==> config.mk <==
export PLATFORM = sky130hd
export DESIGN_NAME = board_game_ctrl
export DESIGN_NICKNAME = d
export VERILOG_FILES = /design/src/rtl/board_pkg.sv /design/src/rtl/board_win_scan.sv /design/src/rtl/board_game_ctrl.sv
export SDC_FILE = /design/constraint.sdc
export NUM_CORES = 1
export LEC_CHECK = 0
export CAP_MARGIN = 20
export CORE_MARGIN = 4
export CORE_UTILIZATION = 61
export DETAILED_ROUTE_END_ITERATION = 6
export HOLD_SLACK_MARGIN = 0.03
export MAX_ROUTING_LAYER = met4
export PLACE_DENSITY = 0.94
export RECOVER_POWER = 25
export SLEW_MARGIN = 10
export SYNTH_ARGS = -nofsm -noshare
export SYNTH_HDL_FRONTEND = slang
export SYNTH_SLANG_ARGS = --single-unit
==> constraint.sdc <==
create_clock -name clk -period 10.5 [get_ports clk]
set_input_delay 2.625 -clock clk [delete_from_list [all_inputs] [get_ports clk]]
set_output_delay 2.625 -clock clk [all_outputs]
set_load 0.01 [all_outputs]
==> run_1/m1.png <==
Scale bar: 50 µm. Supply wires on this layer in grey.
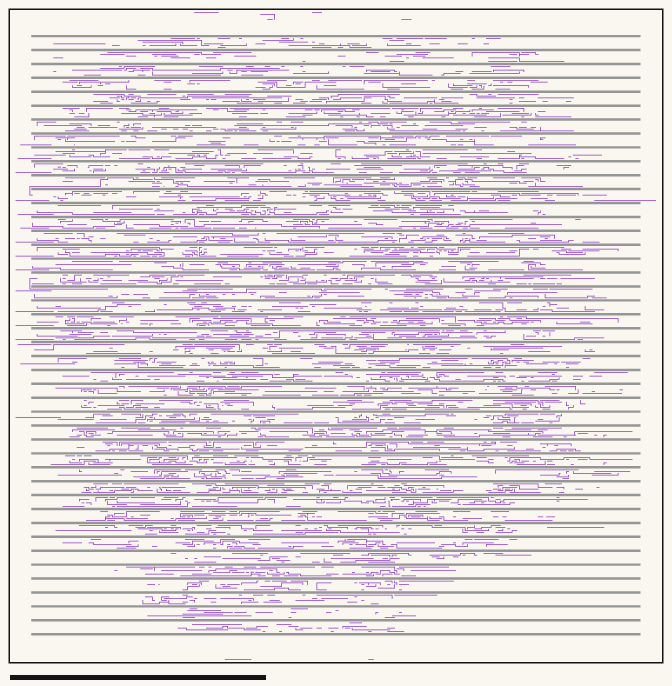
wire length on this layer: 9,320 µm
nets with wire on the layer: 978
longest straight run: 43.2 µm
main direction: horizontal
grt met1 use: 39.1%
via count: 7,708
Detailed Route WL: 24.3 mm

==> run_1/m2.png <==
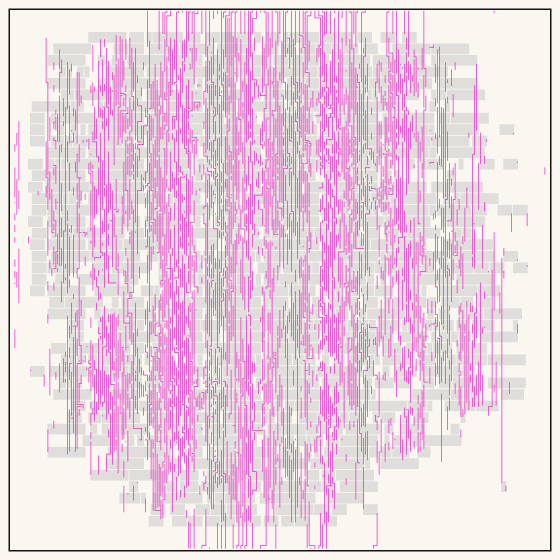
share of all routed wire: 49%
longest straight run: 53.0 µm
wire length on this layer: 11,900 µm
main direction: vertical
nets with wire on the layer: 939
met2 Use GR: 49.4%

==> run_1/m3.png <==
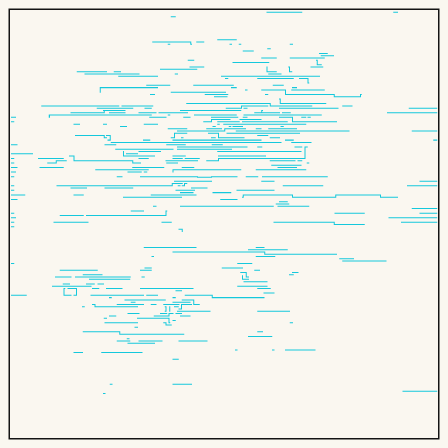
wire length on this layer: 2,230 µm
main direction: horizontal
nets with wire on the layer: 194
share of all routed wire: 9.2%
longest straight run: 50.6 µm
met3 GRT Util: 7.48%

==> run_results.csv <==
group,metric,value,unit
sta,rsz0062_at_grt,"no",
sta,finClkSkew,0.00906,ns
yosys,ys_cells,905,
cts,cts_resized,0,
route,viasPerCell,6.54,
sta,final_max_slew_viol_count,84,
route,drt_first_pass_iters,5,
yosys,mappedNetlistArea,8710,µm²
floorplanning,dieArea,16300,µm²
pwr,power,0.00370,W
sta,max_freq,0.118,GHz
yosys,syn_area_per_cell,9.63,µm²
yosys,floorplan.nets,974,
floorplanning,rows,43,
yosys,yosysChipArea,8710,µm²
sta,setup_violations,0,
grt,antenna_found_initial,0,
run,cap_violations,1,
route,first_iter_violations,930,
floorplanning,num_io_pins,108,
run_status,status,"finished with violations",
setup_path,startpoint_type,"primary input",
cts,cts_made_buffers,17,
yosys,topCombFamilyByArea,"simple AND/OR/NAND/NOR gates",
setup_path,cp.arrival,8.77,ns
setup_path,r2r_slack,3.66,ns
cells_and_area,fillerInstances,839,
route,drtAntennaViolNets,0,
grt,overflow,0,
yosys,xor_share,3.62,%
yosys,yosysWarnings,0,
place,port_buffers,107,
floorplanning,die_width,128,µm
pwr,peakVddDrop,0.418,mV
place,dp_hpwl,16.1,mm
cells_and_area,area_growth,19.3,%
hold_path,hold_depth,2,
grt,grt_max_degree,103,
yosys,synth-simple-area-share,15.3,%
yosys,ys_seq_elements,147,
cells_and_area,finalNonFillerCells,1178,
cts,cts_tree,"done",
grt,grt_first_pass_wirelength,39.2,mm
cts,cts_htree_levels,4,
yosys,async_flop_share,100,%
yosys,ys_sh_mux,9.46,%
setup_path,worstPathRequired,10.81,ns
cells_and_area,diodes,0,
cells_and_area,final_core_util,74.6,%
pwr,p_per_area,356,nW/µm²
cts,cts-root-buf,"clkbuf_16",
cts,path_clk_slew,0.07,ns
sta,tns,0,ns
floorplanning,coreArea,13900,µm²
cells_and_area,nets,1054,
place,place_inst,1144,
yosys,ys_types,66,
setup_path,worstRegToRegCells,17,
sta,fin_crit_sh,80.6,%
run_status,violations,"max-capacitance violations, max-slew violations",
grt,grt_pass1_vias,7616,
cells_and_area,lay_top_cells,"dfrtp_1, nand2_1, o21ai_0, clkdlybuf4s50_1, nor2_1",
route,drc,0,
setup_path,crit_fanout,24,
floorplanning,fp_util,62.5,%
setup_path,end_kind,"flop",
pwr,leakage,4.54,nW
yosys,edf_count,0,
yosys,synthCells,905,
floorplanning,die_h,128,µm
route,wire_per_inst,20.6,µm
yosys,yosys_most_used_dff,"dfrtp_1",
cts,insertion_delay,0.44,ns
yosys,synth-compound-area-share,15.0,%
sta,slew_headroom,-195,%
run,warnings,40,
setup_path,worstSetupPathType,"primary input to flop",
place,gp_congestion,0.948,
cts,hold_buffers,0,
sta,tightest_slew,4.42,ns
grt,track_usage,31.3,%
cells_and_area,drive_gt1_share,8.82,%
cts,cts_setup_buffers,0,
yosys,synth-adder-area-share,9.48,%
cells_and_area,final_layout_top_logic_cell,"dfrtp_1",
cts,clock_path_buffers,2,
hold_path,hp-class,"flop to flop",
cts,cts.sinks,147,
sta,hold_viol,0,
sta,min_period,8.46,ns
yosys,postSynthSeqShare,42.2,%
==> run 1: per-stage QoR <==
stage / hold WS (ns) / instance area (µm²) / worst slack [ns]
6_report: 0.499 / 10400 / 2.04
5_1_grt: 0.510 / 10400 / 1.67
4_1_cts: 0.496 / 10400 / 1.88
3_5_place_dp: 0.481 / 9810 / 1.62
3_3_place_gp: 0.462 / 9810 / 2.06
2_1_floorplan: 0.441 / 8710 / 3.56
==> run 1: report_power, final <==
part	leakage (nW)	total, W	internal [W]	switching, W
clock network	0.276	0.000585	0.000317	0.000268
registers	2.00	0.000684	0.000624	0.0000602
logic	2.27	0.00243	0.000992	0.00144
==> run 1: synth_stat cells (all sizes together) (19+ instances only) <==
library cell	instances	area, µm²
clkbuf	35	131
ha	46	576
nor2	55	206
a21oi	33	165
dfrtp	146	3650
inv	46	173
o21ai	112	561
xnor2	22	193
nand3	22	110
mux2i	19	190
nand2	142	533
==> run 1: kinds of logic after synthesis <==
group,after synthesis
xor gates and xnor gates,36
muxes,55
adders and majority gates,59
DFF,147
and+or+nand+nor,292
AOI/OAI and AO/OA,216
buffers and inverters,100
==> run 1: layer usage <==
metal	part of all wire (%)	global-route usage, %	wire [µm]	vias up
met1	38	39.1	9320	3781
met3	9.2	7.48	2230	103
li1	-	-	-	3308
met5	0	-	0	-
met4	3.6	13.0	871	0
met2	49	49.4	11900	516
==> run 1: layout make-up <==
type	instances	area [µm²]	share of cell area, %
Sequential cell	147	3680	35.4
Tap cell	180	225	2.17
Clock inverter	13	119	1.14
Inverter	47	176	1.70
Timing Repair Buffer	114	1120	10.8
Clock buffer	19	443	4.26
Multi-Input combinational cell	658	4620	44.5
==> run 1: critical path, stage by stage <==
cell	delay (ns)
clkdlybuf4s50_1	0.76
or3_1	0.59
inv_1	0.15
nand2_1	0.12
o21ai_0	0.66
inv_1	0.23
fa_1	0.55
fa_1	0.50
inv_1	0.07
fa_1	0.51
a21o_1	0.20
a21oi_1	0.19
xor2_1	0.32
nand3_1	0.76
o21ai_0	0.52
Power is estimated from default activity; no workload was simulated.
